[src/rtl/conv_cfg_writer.sv]
// Host-side master for the accelerator configuration register: validates a
// convolution job, writes the packed word, then counts valid pulses to done.
module conv_cfg_writer #(
  parameter int DATA_W    = 128,
  parameter int WR_CYCLES = 1,
  parameter int TIMEOUT   = 4096
) (
  input  logic              i_clk,
  input  logic              i_rst,
  input  logic              i_start,
  input  logic [3:0]        i_in_size,
  input  logic [2:0]        i_k_size,
  input  logic [2:0]        i_stride,
  output logic              o_cfg_en,
  output logic              o_cfg_r_w,
  output logic [DATA_W-1:0] o_cfg_word,
  input  logic              i_valid_in,
  output logic              o_busy,
  output logic              o_done,
  output logic [1:0]        o_err,
  output logic [9:0]        o_out_count
);

  localparam int              TMR_W   = (TIMEOUT > 2) ? $clog2(TIMEOUT) : 1;
  localparam logic [TMR_W-1:0] TMR_MAX = TMR_W'(TIMEOUT - 1);
  localparam logic [TMR_W-1:0] TMR_ONE = TMR_W'(1);
  localparam logic [3:0]       WR_MAX  = 4'(WR_CYCLES - 1);

  typedef enum logic [2:0] {
    S_IDLE  = 3'd0,
    S_CALC  = 3'd1,
    S_WRITE = 3'd2,
    S_RUN   = 3'd3,
    S_DONE  = 3'd4
  } state_t;

  state_t              r_state;
  logic [3:0]          r_n;
  logic [2:0]          r_k;
  logic [2:0]          r_s;
  logic [7:0]          r_exp;
  logic [3:0]          r_wr_cnt;
  logic [TMR_W-1:0]    r_timer;
  logic                r_cfg_en;
  logic                r_cfg_r_w;
  logic [DATA_W-1:0]   r_cfg_word;
  logic                r_busy;
  logic                r_done;
  logic [1:0]          r_err;
  logic [9:0]          r_out_count;

  state_t              w_next;
  logic [3:0]          w_n;
  logic [2:0]          w_k;
  logic [2:0]          w_s;
  logic [7:0]          w_exp_nxt;
  logic [3:0]          w_wr_cnt;
  logic [TMR_W-1:0]    w_timer;
  logic                w_cfg_en;
  logic                w_cfg_r_w;
  logic [DATA_W-1:0]   w_cfg_word;
  logic                w_busy;
  logic                w_done;
  logic [1:0]          w_err;
  logic [9:0]          w_out_count;

  logic                w_illegal;
  logic [3:0]          w_diff;
  logic [3:0]          w_divisor;
  logic [3:0]          w_dim;
  logic [7:0]          w_dim8;
  logic [7:0]          w_exp;
  logic [9:0]          w_count_inc;
  logic [DATA_W-1:0]   w_packed;

  // Job arithmetic on the captured configuration; the divisor is forced
  // nonzero so an illegal S=0 job never divides by zero.
  always_comb begin
    w_illegal   = (r_k == 3'd0) || (r_s == 3'd0) || ({1'b0, r_k} > r_n);
    w_diff      = r_n - {1'b0, r_k};
    w_divisor   = (r_s == 3'd0) ? 4'd1 : {1'b0, r_s};
    w_dim       = w_diff / w_divisor;
    w_dim8      = {4'd0, w_dim} + 8'd1;
    w_exp       = w_dim8 * w_dim8;
    w_count_inc = r_out_count + 10'd1;
    w_packed    = {{(DATA_W-12){1'b0}}, r_s, 1'b0, r_k, 1'b0, r_n};
  end

  // Next-state and next-register logic; outputs are decoded from the next state
  // so every output leaves a flop.
  always_comb begin
    w_next      = r_state;
    w_n         = r_n;
    w_k         = r_k;
    w_s         = r_s;
    w_exp_nxt   = r_exp;
    w_wr_cnt    = r_wr_cnt;
    w_timer     = r_timer;
    w_cfg_word  = r_cfg_word;
    w_err       = r_err;
    w_out_count = r_out_count;
    case (r_state)
      S_IDLE: begin
        if (i_start) begin
          w_n         = i_in_size;
          w_k         = i_k_size;
          w_s         = i_stride;
          w_out_count = 10'd0;
          w_err       = 2'd0;
          w_next      = S_CALC;
        end else begin
          w_next = S_IDLE;
        end
      end
      S_CALC: begin
        if (w_illegal) begin
          w_err  = 2'd1;
          w_next = S_DONE;
        end else begin
          w_exp_nxt  = w_exp;
          w_cfg_word = w_packed;
          w_wr_cnt   = 4'd0;
          w_next     = S_WRITE;
        end
      end
      S_WRITE: begin
        w_timer = '0;
        if (r_wr_cnt == WR_MAX) begin
          w_next = S_RUN;
        end else begin
          w_wr_cnt = r_wr_cnt + 4'd1;
        end
      end
      S_RUN: begin
        // A pulse on the expiry cycle still counts and restarts the timer.
        if (i_valid_in) begin
          w_out_count = w_count_inc;
          w_timer     = '0;
          if (w_count_inc == {2'b00, r_exp}) begin
            w_next = S_DONE;
          end else begin
            w_next = S_RUN;
          end
        end else if (r_timer == TMR_MAX) begin
          w_err  = 2'd2;
          w_next = S_DONE;
        end else begin
          w_timer = r_timer + TMR_ONE;
        end
      end
      S_DONE: begin
        w_next = S_IDLE;
      end
      default: begin
        w_next = S_IDLE;
      end
    endcase
    w_cfg_en  = (w_next == S_WRITE) || (w_next == S_RUN);
    w_cfg_r_w = (w_next == S_WRITE);
    w_busy    = (w_next != S_IDLE);
    w_done    = (w_next == S_DONE);
  end

  // State and datapath registers with synchronous reset.
  always_ff @(posedge i_clk) begin
    if (i_rst) begin
      r_state     <= S_IDLE;
      r_n         <= 4'd0;
      r_k         <= 3'd0;
      r_s         <= 3'd0;
      r_exp       <= 8'd0;
      r_wr_cnt    <= 4'd0;
      r_timer     <= '0;
      r_cfg_en    <= 1'b0;
      r_cfg_r_w   <= 1'b0;
      r_cfg_word  <= '0;
      r_busy      <= 1'b0;
      r_done      <= 1'b0;
      r_err       <= 2'd0;
      r_out_count <= 10'd0;
    end else begin
      r_state     <= w_next;
      r_n         <= w_n;
      r_k         <= w_k;
      r_s         <= w_s;
      r_exp       <= w_exp_nxt;
      r_wr_cnt    <= w_wr_cnt;
      r_timer     <= w_timer;
      r_cfg_en    <= w_cfg_en;
      r_cfg_r_w   <= w_cfg_r_w;
      r_cfg_word  <= w_cfg_word;
      r_busy      <= w_busy;
      r_done      <= w_done;
      r_err       <= w_err;
      r_out_count <= w_out_count;
    end
  end

  assign o_cfg_en    = r_cfg_en;
  assign o_cfg_r_w   = r_cfg_r_w;
  assign o_cfg_word  = r_cfg_word;
  assign o_busy      = r_busy;
  assign o_done      = r_done;
  assign o_err       = r_err;
  assign o_out_count = r_out_count;

endmodule

[config.mk]
export PLATFORM = sky130hd
export DESIGN_NAME = conv_cfg_writer
export DESIGN_NICKNAME = d
export VERILOG_FILES = /design/src/rtl/conv_cfg_writer.sv
export SDC_FILE = /design/constraint.sdc
export NUM_CORES = 1
export LEC_CHECK = 0
export CORE_ASPECT_RATIO = 1.5
export CORE_MARGIN = 1.5
export CORE_UTILIZATION = 42
export CTS_CLUSTER_DIAMETER = 200
export CTS_CLUSTER_SIZE = 14
export DETAILED_ROUTE_END_ITERATION = 7
export GPL_TIMING_DRIVEN = 1
export PLACE_DENSITY = 0.85
export SYNTH_ARGS = -nofsm -noshare
export SYNTH_HDL_FRONTEND = slang
export SYNTH_SLANG_ARGS = --single-unit
[constraint.sdc]
create_clock -name i_clk -period 7.8 [get_ports i_clk]
set_input_delay 1.56 -clock i_clk [delete_from_list [all_inputs] [get_ports i_clk]]
set_output_delay 1.56 -clock i_clk [all_outputs]
set_load 0.02 [all_outputs]
==> flow_metrics.tcl, run 1 <==
# collected from the flow reports
set metrics [dict create \
    outcome "complete, but fails checks" \
    violations "negative setup slack" \
    synthArstFlopShare_pct 0 \
    syn_area_per_cell_sq_um 7.90 \
    power_leakage_nw 2.27 \
    die_y_microns 133 \
    finalClockPeriodUsage_pct 102 \
    slowest_stage "fa_1" \
    fin_nets 701 \
    finalWorstSetupSlack_ns -0.153 \
    hold_buffers 0 \
    chip_area_sq_mm 0.0119 \
    fin_setup_tns_ns -0.220 \
    power_frac_clock_pct 17.5 \
    ys_top_cells_by_area "dfxtp_1 26%, buf_4 19%, ha_1 6.9%, a21oi_1 5.8%, nand2_1 5.6%" \
    slew_headroom_pct 38.9 \
    finalSetupViolCount 2 \
    hold_viol_final 0 \
    final_common_cell "conb_1" \
    cts_buffer_depth 2 \
    cp-start-kind "register" \
    warnings 30 \
    yosys_area_sq_mm 0.00472 \
    top_cells_by_count "118 x buf_4, 70 x nand2_1, 62 x dfxtp_1, 55 x a21oi_1, 42 x nor2_1" \
    area_growth_syn_to_layout_pct 16.1 \
    finalPower_mw 2.13 \
    fin_crit_ns 7.95 \
    grt_first_pass_wirelength_microns 15800 \
    place_area_sq_mm 0.00495 \
    yosysMostFrequentCell "buf_4" \
    swShare_pct 41.5 \
    ys_seq_share_pct 26.3 \
    htree_levels 3 \
    fill_cells 1047 \
    critPathBufInv 3 \
    hold_path.class "register to register" \
    critPathKind "register to register" \
    final_cells 810 \
    power.largest_group "combinational cells" \
    row_count 47 \
    grt_pass1_vias 3366 \
    cp_top_family "adder cells" \
    seqCellArea_sq_mm 0.00124 \
    cts_buffers 9 \
    critPathRequiredTime_ns 8.03 \
    yosys-stat-cells 598 \
    clk-power_mw 0.372 \
    grt_usage_pct 17.0 \
    mostFrequentLayoutCells "118 x conb_1, 70 x nand2_1, 60 x dfxtp_1, 50 x a21oi_1, 41 x nor2_1" \
    slew_violations 0 \
    dp_slack_ns -0.149 \
    ctsResizeCount 8 \
    netlist-cell-type-count 69 \
    pwr-share-comb_pct 66.9 \
    edf_count 0 \
    yosysWarningCount 0 \
    intPower_mw 1.25 \
    first_iter_violations 326 \
    netlist_area_sq_mm 0.00472 \
    worst_pin_slew_ns 0.913 \
    clkSlewWorstSetupHoldPaths_ns 0.06 \
    cap_violations 0 \
    antenna_found_initial 0 \
    cts_num_sinks 62 \
    crit_top_cell "ha_4" \
    vias 3990 \
    final_design_area_no_fill_sq_mm 0.00548 \
    cp-end-kind "register" \
    port-buffer-count 39 \
    ant_nets 0 \
    synth_flop_count 62 \
    rsz0062_at_grt "yes" \
    place_congestion 0.857 \
    place_hpwl_microns 7010 \
    synth_area_leader_cell "dfxtp_1" \
    max_freq_mhz 126 \
    netlist_instances 598 \
    p_per_area_mw_per_mm2 389 \
    n_antenna_cell 0 \
]
==> run 1: path summary, 6_finish.rpt <==
check	start	endpoint	slack [ns]	depth (start not counted)
setup / recovery	r_k[2]	r_exp[7]	-0.15	35
hold reg to reg	o_cfg_word[11]	o_cfg_word[11]	0.46	2
setup reg to reg	r_k[2]	r_exp[7]	-0.15	35
hold / removal	o_cfg_word[11]	o_cfg_word[11]	0.46	2
==> run 1: state kept, by name, indices dropped and copies added, names as in the netlist <==
| register | flops |
|---|---|
| o_err | 2 |
| o_done | 1 |
| o_cfg_word | 10 |
| r_exp | 7 |
| r_n | 4 |
| o_cfg_en | 1 |
| r_timer | 12 |
| o_cfg_r_w | 1 |
| r_state | 3 |
| o_busy | 1 |
| r_wr_cnt | 4 |
| r_s | 3 |
| o_out_count | 10 |
| r_k | 3 |
==> run 1: area by class of cell <==
cell class / count / share of cell area [%]
multi-input cells: 492 / 55.9
flip-flops and latches: 62 / 22.7
repair buffers: 71 / 11.4
clock buffers: 9 / 4.11
well taps: 147 / 3.35
inverters: 22 / 1.60
clock inverters: 7 / 0.913
==> run 1: cells by family after synthesis <==
kind of cell,Yosys count,synth area share (%)
buffers and inverters,161,22.3
xor gates and xnor gates,31,5.75
DFF,62,26.3
adders and majority gates,29,8.16
other,1,0.0794
and+or+nand+nor,202,22.5
AOI/OAI and AO/OA,108,14.1
muxes,4,0.874
==> run 1: routing by layer <==
| metal | share of wire (%) | routed length, microns | global-route usage [%] | vias up |
|---|---|---|---|---|
| met5 | 0 | 0 | 0 | - |
| met4 | 4.3 | 445 | 8.38 | 0 |
| met3 | 7.6 | 782 | 3.68 | 37 |
| met2 | 50 | 5160 | 28.5 | 213 |
| met1 | 38 | 3900 | 19.9 | 1820 |
| li1 | - | - | - | 1920 |
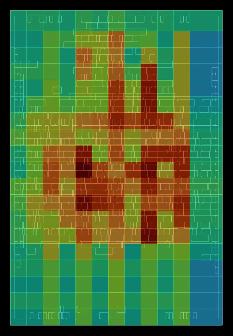
Fig. 1. Routing congestion (run 1).
GRT Max-Usage Layer: met2
met1 usage: 19.9%

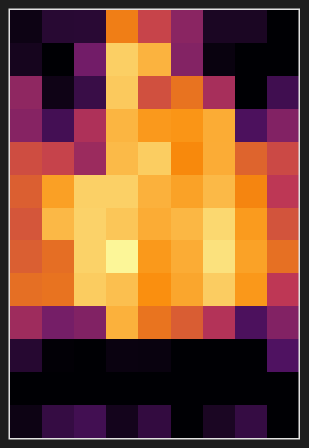
Fig. 2. Cell density map (run 1).
9 x 13 tiles, from black (low) to pale yellow (high), 0 to 100% covered.
The mean over all tiles is 45%. The fullest tile reaches 98%. 31% of the tiles are over 75% full.
Final Util: 49.9%
core footprint: 0.0110 sq mm
Starting Density: 43.0%

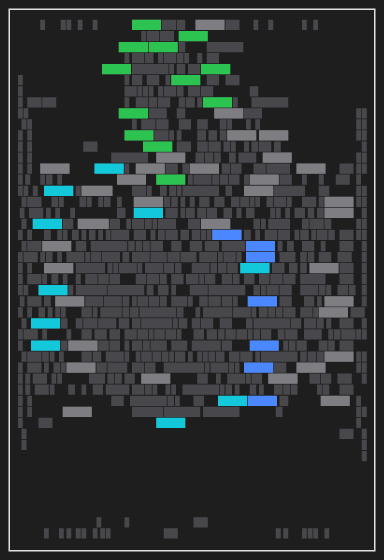
Fig. 3. Where the registers sit (run 1).
Other sequential cells in the stronger grey, the rest of the logic in the fainter grey.
Key: green = r_timer [sequential cells 12, where top centre]; blue = r_exp [sequential cells 7]; cyan = o_cfg_word [sequential cells 10]
Another 33 sequential cells are not coloured.

==> run 2, diff against run 1 <==
==> constraint.sdc (replaced) <==
create_clock -name i_clk -period 6.5 [get_ports i_clk]
set_input_delay 1.3 -clock i_clk [delete_from_list [all_inputs] [get_ports i_clk]]
set_output_delay 1.3 -clock i_clk [all_outputs]
set_load 0.02 [all_outputs]
==> run 2 against run 1 <==
The flow still finishes with violations (negative setup slack). Global-route usage grew 2.7 points. Area after synthesis is the same. Setup slack lost 1.0 ns. Largest power group unchanged. Routed wire length grew 14%. Clock skew shrank 0.00079 ns. Critical path depth grew 3. Largest cell class unchanged. Cell area grew 6.9%. First-iteration DRC count shrank 40%.
==> flow_metrics.tcl, run 2 <==
# collected from the flow reports
set metrics [dict create \
    outcome "complete, but fails checks" \
    violations "negative setup slack" \
    finalWorstSetupSlack_ns -1.16 \
    warnings 32 \
    synth_flop_count 62 \
    ant_nets 0 \
    vias 4266 \
    largest_class "logic gates" \
    buffers 114 \
    hold_buffers 0 \
    yosys_area_sq_mm 0.00472 \
    edf_count 0 \
    grt_first_pass_wirelength_microns 18200 \
    final_cells 853 \
    slowest_stage "or4b_4" \
    htree_levels 3 \
    max_freq_mhz 131 \
    met3_usage_pct 4.05 \
    top_cells_by_count "118 x buf_4, 70 x nand2_1, 62 x dfxtp_1, 55 x a21oi_1, 42 x nor2_1" \
    finalSetupViolCount 3 \
    rsz0062_at_grt "yes" \
    clkCellAreaFrac_pct 5.10 \
    area_growth_syn_to_layout_pct 24.1 \
    floorplan.core_util_pct 43.0 \
    netlist_area_sq_mm 0.00472 \
    cp-end-kind "register" \
    first_iter_violations 195 \
    cts_buffer_depth 2 \
    cts_num_sinks 62 \
    row_count 47 \
    cp-start-kind "register" \
    fp.coreArea_sq_mm 0.0110 \
    ys_top_cells_by_area "dfxtp_1 26%, buf_4 19%, ha_1 6.9%, a21oi_1 5.8%, nand2_1 5.6%" \
    critPathKind "register to register" \
    hold_viol_final 0 \
    fin_nets 744 \
    comb_area_share_pct 52.7 \
    port-buffer-count 39 \
]
[run 2: through the flow]
stage	setup slack (ns)	area, sq um
2_1_floorplan	-1.08	5290
3_3_place_gp	-0.871	5200
3_5_place_dp	-1.04	5200
4_1_cts	-1.01	5750
5_1_grt	-1.47	5860
6_report	-1.16	5860
[run 2: path summary, 6_finish.rpt]
| path | slack (ns) | to | start | cells after the start |
|---|---|---|---|---|
| setup / recovery | -1.16 | r_exp[7] | r_k[2] | 38 |
| hold / removal | 0.46 | o_cfg_word[1] | o_cfg_word[1] | 2 |
| setup reg to reg | -1.16 | r_exp[7] | r_k[2] | 38 |
| hold reg to reg | 0.46 | o_cfg_word[1] | o_cfg_word[1] | 2 |
[run 2: cells by family (layout without fill, tap and decap cells)]
group,after synthesis,count (layout),synth area share (%)
AND-OR/OR-AND,108,108,14.1
XOR/XNOR,31,31,5.75
adder cells (fa/ha/maj),29,29,8.16
buffers and inverters,161,152,22.3
flip-flops,62,62,26.3
multiplexers,4,4,0.874
other,1,118,0.0794
AND/OR/NAND/NOR,202,202,22.5
[run 2: power by group through the flow]
stage / Combinational [mW] / Sequential, mW / Clock [mW]
floorplan: 1.12 / 0.407 / 0
global placement: 1.44 / 0.406 / 0
detailed placement: 1.48 / 0.406 / 0
CTS: 1.83 / 0.398 / 0.487
global route: 2.22 / 0.399 / 0.509
finish: 2.07 / 0.399 / 0.483
[run 2: metal layers]
layer	up-vias	routed length (microns)
li1	1996	-
met1	1972	4200
met2	243	5950
met3	55	875
met4	0	668
met5	-	0
[run 2: worst max-delay path: cells and delay by family (launching register included)]
kind | cells | cell delay (ns)
xor gates and xnor gates | 1 | 0.22
AOI/OAI and AO/OA | 14 | 2.06
buffers and inverters | 5 | 0.35
DFF | 1 | 0.33
and+or+nand+nor | 8 | 1.67
adders and majority gates | 10 | 2.90
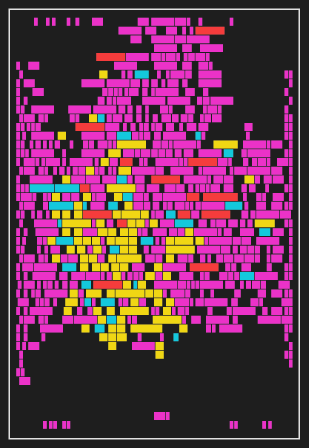
Fig. 4. Sizing map (run 2).
Key: magenta = _0 and _1 cells [cells 564, share 80%]; red = _6 and larger [cells 15, share 2.1%]; yellow = _3 and _4 cells [cells 98, share 14%]; cyan = _2 cells [cells 29, share 4.1%]

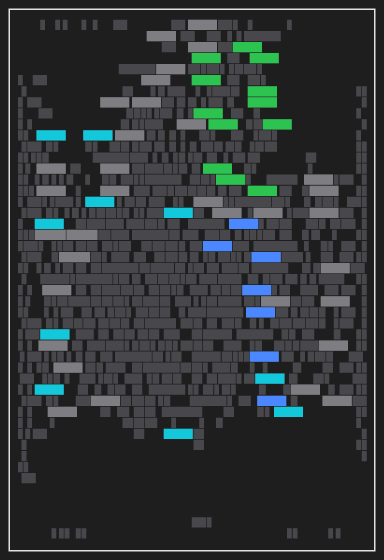
Fig. 5. Where the registers sit (run 2).
Other sequential cells in the stronger grey, the rest of the logic in the fainter grey.
Register Area: 0.00124 sq mm
P_seq: 0.399 mW
Final Util: 53.3%
flop share of the area: 21.2%

No activity file was given, so power comes from the tool's default toggle rates.
